==> run_1/layer_met1.png <==
(4 px per micron) Supply wires on this layer in grey. Cells faint in the background.
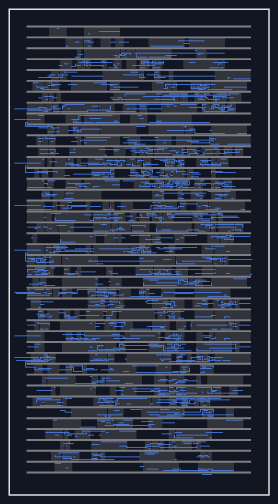
==> run_1/layer_met2.png <==
(4 px per micron)
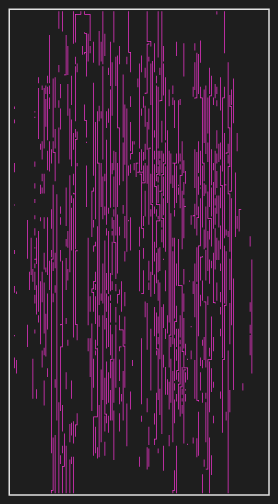
==> run_1/layer_met3.png <==
(6 px per micron) Cells faint in the background.
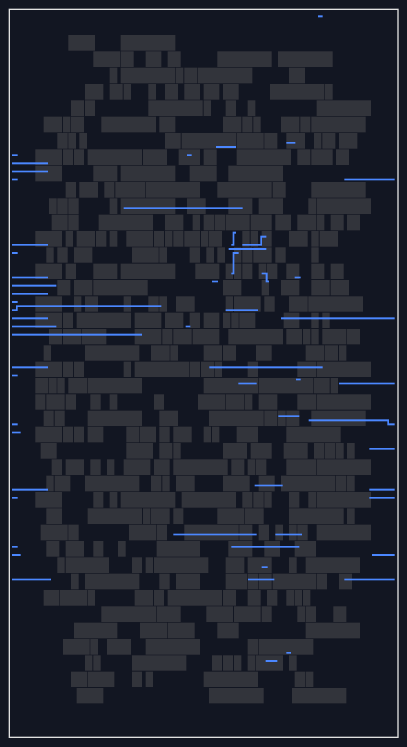
==> src/rtl/sv_sum_acc_pipe.sv <==
// Two-stage multi-operand adder with optional running accumulation and valid/ready flow control.
// Define SV_SUM_ACC_SATURATE_EN to clamp the accumulator on overflow instead of wrapping.
module sv_sum_acc_pipe #(
  parameter int WIDTH  = 8,
  parameter int NUM_IN = 4,
  parameter int ACC_W  = 16
) (
  input  logic                    clk,
  input  logic                    rst,
  input  logic                    in_valid,
  output logic                    in_ready,
  input  logic [NUM_IN*WIDTH-1:0] in_data,
  input  logic                    in_mode,
  input  logic                    acc_clr,
  output logic                    out_valid,
  input  logic                    out_ready,
  output logic [ACC_W-1:0]        out_data,
  output logic                    out_ovf
);

  localparam int SUM_W = WIDTH + $clog2(NUM_IN);
  localparam int HALF  = NUM_IN / 2;

  logic             s1_valid_r;
  logic             s1_mode_r;
  logic [SUM_W-1:0] p0_r;
  logic [SUM_W-1:0] p1_r;
  logic [ACC_W-1:0] acc_r;
  logic             ovf_r;
  logic             out_valid_r;
  logic [ACC_W-1:0] out_data_r;
  logic             out_ovf_r;

  logic             s2_adv_s;
  logic             s2_load_s;
  logic [SUM_W-1:0] p0_s;
  logic [SUM_W-1:0] p1_s;
  logic [SUM_W-1:0] total_s;
  logic [ACC_W-1:0] acc_eff_s;
  logic             ovf_eff_s;
  logic [ACC_W:0]   nxt_s;
  logic [ACC_W-1:0] res_s;
  logic             ovf_res_s;

  assign s2_adv_s  = !out_valid_r || out_ready;
  assign s2_load_s = s2_adv_s && s1_valid_r;
  assign in_ready  = !s1_valid_r || s2_adv_s;
  assign out_valid = out_valid_r;
  assign out_data  = out_data_r;
  assign out_ovf   = out_ovf_r;

  // Stage-1 half sums: lower and upper operand groups.
  always_comb begin
    p0_s = '0;
    p1_s = '0;
    for (int k = 0; k < HALF; k++) begin
      p0_s = p0_s + SUM_W'(in_data[k*WIDTH +: WIDTH]);
      p1_s = p1_s + SUM_W'(in_data[(k+HALF)*WIDTH +: WIDTH]);
    end
  end

  // Stage-2 result; a coincident acc_clr makes the load see an empty accumulator.
  always_comb begin
    total_s   = p0_r + p1_r;
    acc_eff_s = acc_clr ? '0 : acc_r;
    ovf_eff_s = acc_clr ? 1'b0 : ovf_r;
    nxt_s     = {1'b0, acc_eff_s} + (ACC_W+1)'(total_s);
    if (s1_mode_r) begin
      ovf_res_s = ovf_eff_s | nxt_s[ACC_W];
`ifdef SV_SUM_ACC_SATURATE_EN
      res_s = nxt_s[ACC_W] ? {ACC_W{1'b1}} : nxt_s[ACC_W-1:0];
`else
      res_s = nxt_s[ACC_W-1:0];
`endif
    end else begin
      ovf_res_s = ovf_eff_s;
      res_s     = ACC_W'(total_s);
    end
  end

  // Stage-1 register: captures half sums whenever the stage can move.
  always_ff @(posedge clk or posedge rst) begin
    if (rst) begin
      s1_valid_r <= 1'b0;
      s1_mode_r  <= 1'b0;
      p0_r       <= '0;
      p1_r       <= '0;
    end else if (in_ready) begin
      s1_valid_r <= in_valid;
      s1_mode_r  <= in_mode;
      p0_r       <= p0_s;
      p1_r       <= p1_s;
    end
  end

  // Stage-2 output register, accumulator and sticky overflow.
  always_ff @(posedge clk or posedge rst) begin
    if (rst) begin
      out_valid_r <= 1'b0;
      out_data_r  <= '0;
      out_ovf_r   <= 1'b0;
      acc_r       <= '0;
      ovf_r       <= 1'b0;
    end else begin
      if (s2_adv_s) begin
        out_valid_r <= s1_valid_r;
        if (s1_valid_r) begin
          out_data_r <= res_s;
          out_ovf_r  <= ovf_res_s;
        end
      end
      if (s2_load_s && s1_mode_r) begin
        acc_r <= res_s;
        ovf_r <= ovf_res_s;
      end else if (acc_clr) begin
        acc_r <= '0;
        ovf_r <= 1'b0;
      end
    end
  end

endmodule

==> config.mk <==
export PLATFORM = sky130hd
export DESIGN_NAME = sv_sum_acc_pipe
export DESIGN_NICKNAME = d
export VERILOG_FILES = /design/src/rtl/sv_sum_acc_pipe.sv
export SDC_FILE = /design/constraint.sdc
export NUM_CORES = 1
export LEC_CHECK = 0
export CORE_ASPECT_RATIO = 2
export CORE_MARGIN = 4
export CORE_UTILIZATION = 58
export CTS_CLUSTER_DIAMETER = 150
export CTS_CLUSTER_SIZE = 20
export DETAILED_ROUTE_END_ITERATION = 10
export DONT_BUFFER_PORTS = 1
export PLACE_DENSITY_LB_ADDON = 0.12
export SLEW_MARGIN = 10
export SYNTH_ARGS = -nofsm -noshare
export SYNTH_HDL_FRONTEND = slang
export SYNTH_SLANG_ARGS = --single-unit
==> constraint.sdc <==
create_clock -name clk -period 5 [get_ports clk]
set_clock_uncertainty 0.05 [all_clocks]
set_input_delay 1 -clock clk [delete_from_list [all_inputs] [get_ports clk]]
set_output_delay 1 -clock clk [all_outputs]
set_load 0.05 [all_outputs]
==> results.json, run 1 <==
{
  "status": "completed",
  "peakVddDrop_mv": 0.239,
  "hold_viol": 0,
  "port_buffers": 0,
  "ys_cells": 396,
  "grt_pass1_wl_mm": 13.4,
  "seq_share_pct": 35.0,
  "top_cells_by_count": "55 x dfrtp_1, 36 x nand2_1, 35 x ha_1",
  "synthesis.area_sq_um": 3710,
  "synth_flops": 55,
  "busiest_layer": "met2",
  "nNonClkInverters": 19,
  "wl_met2_mm": 4.51,
  "period_needed_ps": 3620,
  "ys.flop_type": "dfrtp_1",
  "edf_count": 0,
  "num_rows": 41,
  "met3_length_microns": 309,
  "grt_pass1_vias": 2925,
  "grt_usage_pct": 22.1,
  "stdcell_area_sq_um": 3930,
  "core_area_sq_um": 6260,
  "dp.cells": 474,
  "async_flop_share_pct": 100,
  "path_max_fanout": 6,
  "cts_tree": "yes",
  "clkCellAreaFrac_pct": 3.98,
  "grtUsageMet3_pct": 3.89,
  "hpwl_mm": 6.20,
  "ys_area_sq_um": 3710,
  "comb_area_sq_um": 2200,
  "diodes": 0,
  "drt-wirelength-per-cell_microns": 16.2,
  "yosysTopAreaCellShare_pct": 37.1,
  "areaGrowthSynthToFinish_pct": 6.07,
  "placed_area_sq_um": 3780,
  "flop_area_sq_um": 1380,
  "total_power_w": 0.00201,
  "min_path_type": "register to register",
  "crit_family": "AND-OR/OR-AND gates",
  "place_ws_ps": 1420,
  "timing.final.ws_setup_ps": 1380,
  "synthAoiAreaFrac_pct": 17.2,
  "ctsRootBufferMaster": "clkbuf_16",
  "path_cells": "ha_1 -> fa_1 -> a21oi_1 -> o2bb2ai_1 -> o41ai_1 -> xnor2_1 -> ha_1 -> nand2_1 -> nor3_1 -> o31a_2 -> nor2_4 -> or2_2 -> a221o_1"
}
Notes on layer_met1.png above:
430 nets have wire on it. The layer carries 2710 microns of wire. The wires run mostly horizontal.
via count: 2779
Post-Route WL: 7.79 mm
M1 GR Usage: 22.4%

Notes on layer_met2.png above:
396 nets have wire on it. The wires run mostly vertical. The layer carries 4510 microns of wire. The longest straight run is 56.4 microns. The layer holds 58% of the routed length.
M2 GR Usage: 42.2%

Notes on layer_met3.png above:
The wires run mostly horizontal. 47 nets have wire on it. The layer carries 310 microns of wire. The layer holds 4.0% of the routed length.

-- run 1: where the power goes --
group	internal [W]	switching [W]	leakage, nW	total, W
Sequential	0.000547	0.000212	0.689	0.000759
Combinational	0.000378	0.000509	0.986	0.000887
Clock	0.000213	0.000151	0.0772	0.000364
-- run 1: cells in the final DEF, fill, tap and decap left out, types with 9 or more instances in the layout --
cell type | Yosys | routed
a21oi_1 | 27 | 27
dfrtp_1 | 55 | 55
ha_1 | 35 | 35
inv_1 | 19 | 18
mux2_2 | 12 | 12
nand2_1 | 36 | 36
nor2_1 | 34 | 34
nor2b_1 | 19 | 19
nor3_1 | 9 | 9
o21ai_0 | 33 | 33
xnor2_1 | 23 | 23
-- run 1: final timing paths --
check	cells after the start	slack, ps	from	to
worst max-delay path	13	1380	p0_r[0]$_DFFE_PP0P_	out_data[12]$_DFFE_PP0P_
worst min-delay path	1	460	s1_valid_r$_DFFE_PP0P_	out_valid$_DFFE_PP0N_
worst max register to register	13	1380	p0_r[0]$_DFFE_PP0P_	out_data[12]$_DFFE_PP0P_
worst min register to register	1	460	s1_valid_r$_DFFE_PP0P_	out_valid$_DFFE_PP0N_
max in group asynchronous	2	3720	rst	out_data[0]$_DFFE_PP0P_
min in group asynchronous	2	730	rst	p1_r[8]$_DFFE_PP0P_
-- run 1: registers in the layout, indices dropped and copies added (netlist names) --
register,count
out_ovf,1
ovf_r,1
acc_r,16
p1_r,9
p0_r,9
s1_valid_r,1
out_data,16
s1_mode_r,1
out_valid,1
-- run 1: cell families (layout without fill, tap and decap cells) --
group | count (synthesis) | count (layout)
AND/OR/NAND/NOR | 122 | 122
AND-OR/OR-AND | 102 | 102
flip-flops | 55 | 55
adder cells (fa/ha/maj) | 39 | 39
XOR/XNOR | 31 | 31
buffers and inverters | 30 | 30
multiplexers | 17 | 17
==> run_1/layer_met4.png <==
(4 px per micron) Supply wires on this layer in grey. Cells faint in the background.
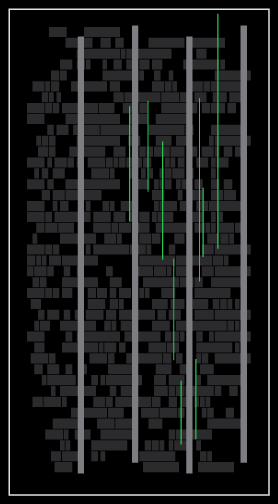

==> inputs of run 2 (changes only) <==
clock period = 3.7 ns   (was 5 ns; I/O delays follow)
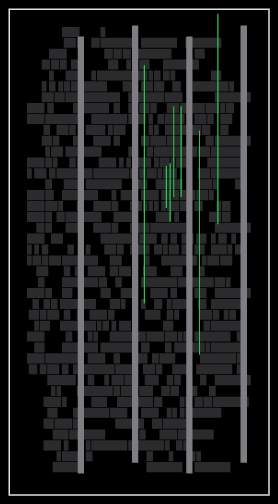
(run_2/layer_met4.png)
(4 px per micron) Supply wires on this layer in grey. Cells faint in the background.
The wires run mostly vertical. The longest straight run is 59.2 microns.
via count: 2809
Post-Route WL: 8.00 mm

==> run 2 against run 1 <==
Effect of this change:
- total power grew 38%
- maximum frequency rose by 5.6%
- worst hold slack worse by 23 ps
- clock-buffer cell count did not move
- routed wire length up 2.7%
- combinational power increased by about 40%
- sequential power grew 36%
- core utilization is 0.30 points higher
- largest cell class unchanged
- largest power group unchanged
==> results.json, run 2 <==
{
  "ys_cells": 396,
  "finalSetupViolCount": 0,
  "drt-wirelength-per-cell_microns": 16.6,
  "grt_usage_pct": 22.6,
  "core_area_sq_um": 6260,
  "syn_nets": 473,
  "num_rows": 41,
  "yosysTopAreaCellShare_pct": 37.1,
  "cts_tree": "yes",
  "fp_util_pct": 59.3,
  "placed_area_sq_um": 3780,
  "ys_area_sq_um": 3710,
  "grt_pass1_wl_mm": 13.6,
  "period_needed_ps": 3430,
  "final_cell_mix": "55 x dfrtp_1, 36 x nand2_1, 35 x ha_1",
  "min_path_type": "input port to asynchronous set/reset pin",
  "crit_family": "AND-OR/OR-AND gates",
  "grtUsageMet3_pct": 3.43,
  "synthesis.area_sq_um": 3710,
  "log.warning_count": 26,
  "rsz0062_at_grt": "false",
  "hold_viol": 0,
  "path_cells": "ha_1 -> fa_1 -> a21oi_2 -> o2bb2ai_1 -> o41ai_2 -> xnor2_1 -> ha_1 -> nand2_1 -> nor3_1 -> o31a_2 -> nor2_4 -> or2_2 -> a221o_1",
  "rrSetupSlack_ps": 270,
  "ys.flop_type": "dfrtp_1",
  "async_flop_share_pct": 100,
  "ctsRootBufferMaster": "clkbuf_16",
  "edf_count": 0,
  "met3_length_microns": 312,
  "met1_usage_pct": 22.1,
  "ys_warn_count": 0,
  "status": "completed",
  "dp.cells": 474,
  "areaGrowthSynthToFinish_pct": 6.58,
  "wl_met2_mm": 4.64,
  "path_max_fanout": 6,
  "avgSynthCellArea_sq_um": 9.37,
  "tns_ps": 0,
  "timing.final.ws_setup_ps": 272,
  "grt_use_met2_pct": 44.2,
  "peakVddDrop_mv": 0.342,
  "place_ws_ps": 126,
  "hpwl_mm": 6.42,
  "die_y_microns": 121,
  "stdcell_area_sq_um": 3950,
  "synth_flops": 55,
  "post-route-drc-count": 0
}
-- run 2: cell counts after synthesis --
No cell type changed its count.
-- run 2: worst paths after layout --
check / from / to / depth (start not counted)
setup reg to reg: p0_r[0]$_DFFE_PP0P_ / out_data[12]$_DFFE_PP0P_ / 13
hold reg to reg: p0_r[4]$_DFFE_PP0P_ / p0_r[4]$_DFFE_PP0P_ / 1
hold / removal: rst / out_data[9]$_DFFE_PP0P_ / 1
max in group asynchronous: rst / out_data[15]$_DFFE_PP0P_ / 2
min in group clk: p0_r[4]$_DFFE_PP0P_ / p0_r[4]$_DFFE_PP0P_ / 1
setup / recovery: p0_r[0]$_DFFE_PP0P_ / out_data[12]$_DFFE_PP0P_ / 13
-- run 2: cells by family (layout without fill, tap and decap cells) --
kind of cell	Yosys count	count (layout)
AOI/OAI and AO/OA	102	102
xor gates and xnor gates	31	31
adders and majority gates	39	39
buffers and inverters	30	31
DFF	55	55
muxes	17	17
and+or+nand+nor	122	122
-- run 2: area by class of cell --
| cell class | instances | area [sq um] | share of cell area, % |
|---|---|---|---|
| multi-input combinational | 311 | 2210 | 55.9 |
| clock buffer | 8 | 156 | 3.96 |
| sequential | 55 | 1380 | 34.8 |
| timing repair buffer | 4 | 30.0 | 0.760 |
| tap | 86 | 108 | 2.72 |
| inverter | 19 | 71.3 | 1.80 |
-- run 2: per-stage QoR --
stage | utilization, % | total power [W]
finish | 63.2 | 0.00276
CTS | 62.9 | 0.00274
global placement | 60.4 | 0.00221
global route | 63.2 | 0.00298
floorplan | - | 0.00199
detailed placement | 60.4 | 0.00225
-- run 2: power breakdown --
part | switching, W | total, W | internal (W)
clock | 0.000202 | 0.000491 | 0.000288
sequential | 0.000290 | 0.00103 | 0.000740
combinational | 0.000713 | 0.00124 | 0.000531
total | 0.00120 | 0.00276 | 0.00156
==> inputs of run 3 (changes only) <==
CTS_CLUSTER_SIZE = not set   (was 20)
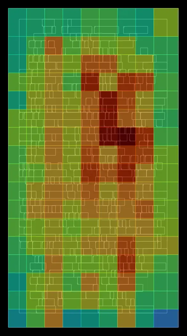
(run_3/congestion.png)
GR peak layer: met2
M2 GR Usage: 44.2%
mean routed wirelength per cell: 16.6 microns
Global Route Usage Sum: 22.6%
M1 GR Usage: 22.1%

==> run 3 against run 2 <==
Effect of this change:
- sequential power barely moved
- worst hold slack is the same
- maximum frequency stayed put
- register-to-register slack about the same
- final area unchanged
- critical path depth unchanged
- non-clock buffer count did not move
- final cell count unchanged
- synthesized cell count did not move
- area after synthesis did not move
- clock-buffer cell count unchanged
- first-iteration DRC count unchanged
- largest cell class unchanged
==> results.json, run 3 <==
{
  "crit_end": "out_data[12]$_DFFE_PP0P_",
  "internal-power_w": 0.00156,
  "min_path_type": "input port to asynchronous set/reset pin",
  "worstReg2RegStart": "p0_r[0]$_DFFE_PP0P_",
  "comb_area_sq_um": 2210,
  "rsz0062_at_grt": "false",
  "tns_ps": 0,
  "cts_tree": "yes",
  "status": "completed",
  "wl_met2_mm": 4.64,
  "finalSetupViolCount": 0,
  "num_rows": 41,
  "ys_area_sq_um": 3710,
  "grt_pass1_wl_mm": 13.6,
  "dr_total_vias": 2809,
  "syn_nets": 473,
  "clkPwrFrac_pct": 17.8,
  "areaGrowthSynthToFinish_pct": 6.58,
  "hpwl_mm": 6.42,
  "crit_family": "AND-OR/OR-AND gates",
  "hold_viol": 0,
  "fp_util_pct": 59.3,
  "path_depth": 13,
  "ctsRootBufferMaster": "clkbuf_16",
  "core_area_sq_um": 6260,
  "startpoint": "p0_r[0]$_DFFE_PP0P_",
  "synthesis.area_sq_um": 3710,
  "worstRegToRegCells": 13,
  "avgSynthCellArea_sq_um": 9.37,
  "p_sw_w": 0.00120,
  "flop_area_sq_um": 1380,
  "edf_count": 0,
  "p_comb_share_pct": 45.0,
  "dp.cells": 474,
  "async_flop_share_pct": 100,
  "final_cell_mix": "55 x dfrtp_1, 36 x nand2_1, 35 x ha_1",
  "rrSetupSlack_ps": 270,
  "met3_length_microns": 312,
  "ys.flop_type": "dfrtp_1",
  "peakVddDrop_mv": 0.342,
  "total_power_w": 0.00276,
  "wirelength_mm": 8.00,
  "r2r-end": "out_data[12]$_DFFE_PP0P_"
}
run 3: timing repair:
item,4_1_cts,5_1_grt
endpoints found under the setup margin,0,10
buffers inserted,0,1
gates resized,0,2
run 3: logic make-up (layout without fill, tap and decap cells):
kind of cell             after synthesis  after routing  share of synthesized area [%]
AND-OR/OR-AND                        102            102                           17.2
multiplexers                          17             17                           4.99
adder cells (fa/ha/maj)               39             39                           14.0
AND/OR/NAND/NOR                      122            122                           15.9
buffers and inverters                 30             31                           3.58
XOR/XNOR                              31             31                           7.32
flip-flops                            55             55                           37.1
run 3: metal layers:
| layer | track usage (%) | vias to the layer above |
|---|---|---|
| met4 | 10.6 | 0 |
| met1 | 22.1 | 1329 |
| met3 | 3.43 | 18 |
| met2 | 44.2 | 72 |
| met5 | 0 | - |
| li1 | - | 1390 |
run 3: per-stage QoR:
stage | setup slack [ps] | hold WS (ps) | util [%] | cell area [sq um]
detailed placement | 126 | 449 | 60.4 | 3780
global route | 10.0 | 475 | 63.2 | 3950
CTS | 114 | 464 | 62.9 | 3930
global placement | 259 | 438 | 60.4 | 3780
finish | 272 | 435 | 63.2 | 3950
floorplan | 470 | 421 | - | 3710
run 3: power by group through the flow:
stage          clock, W  combinational, W  sequential (W)
2_1_floorplan         0          0.000982         0.00101
3_3_place_gp          0           0.00117         0.00104
3_5_place_dp          0           0.00120         0.00104
4_1_cts        0.000499           0.00121         0.00103
5_1_grt        0.000523           0.00141         0.00105
6_report       0.000491           0.00124         0.00103
run 3: cell type report:
type,count,area share (%)
Timing Repair Buffer,4,0.760
Multi-Input combinational cell,311,55.9
Clock buffer,8,3.96
Sequential cell,55,34.8
Tap cell,86,2.72
Inverter,19,1.80
Power figures rest on the tool's default switching activity, not on a simulated workload.
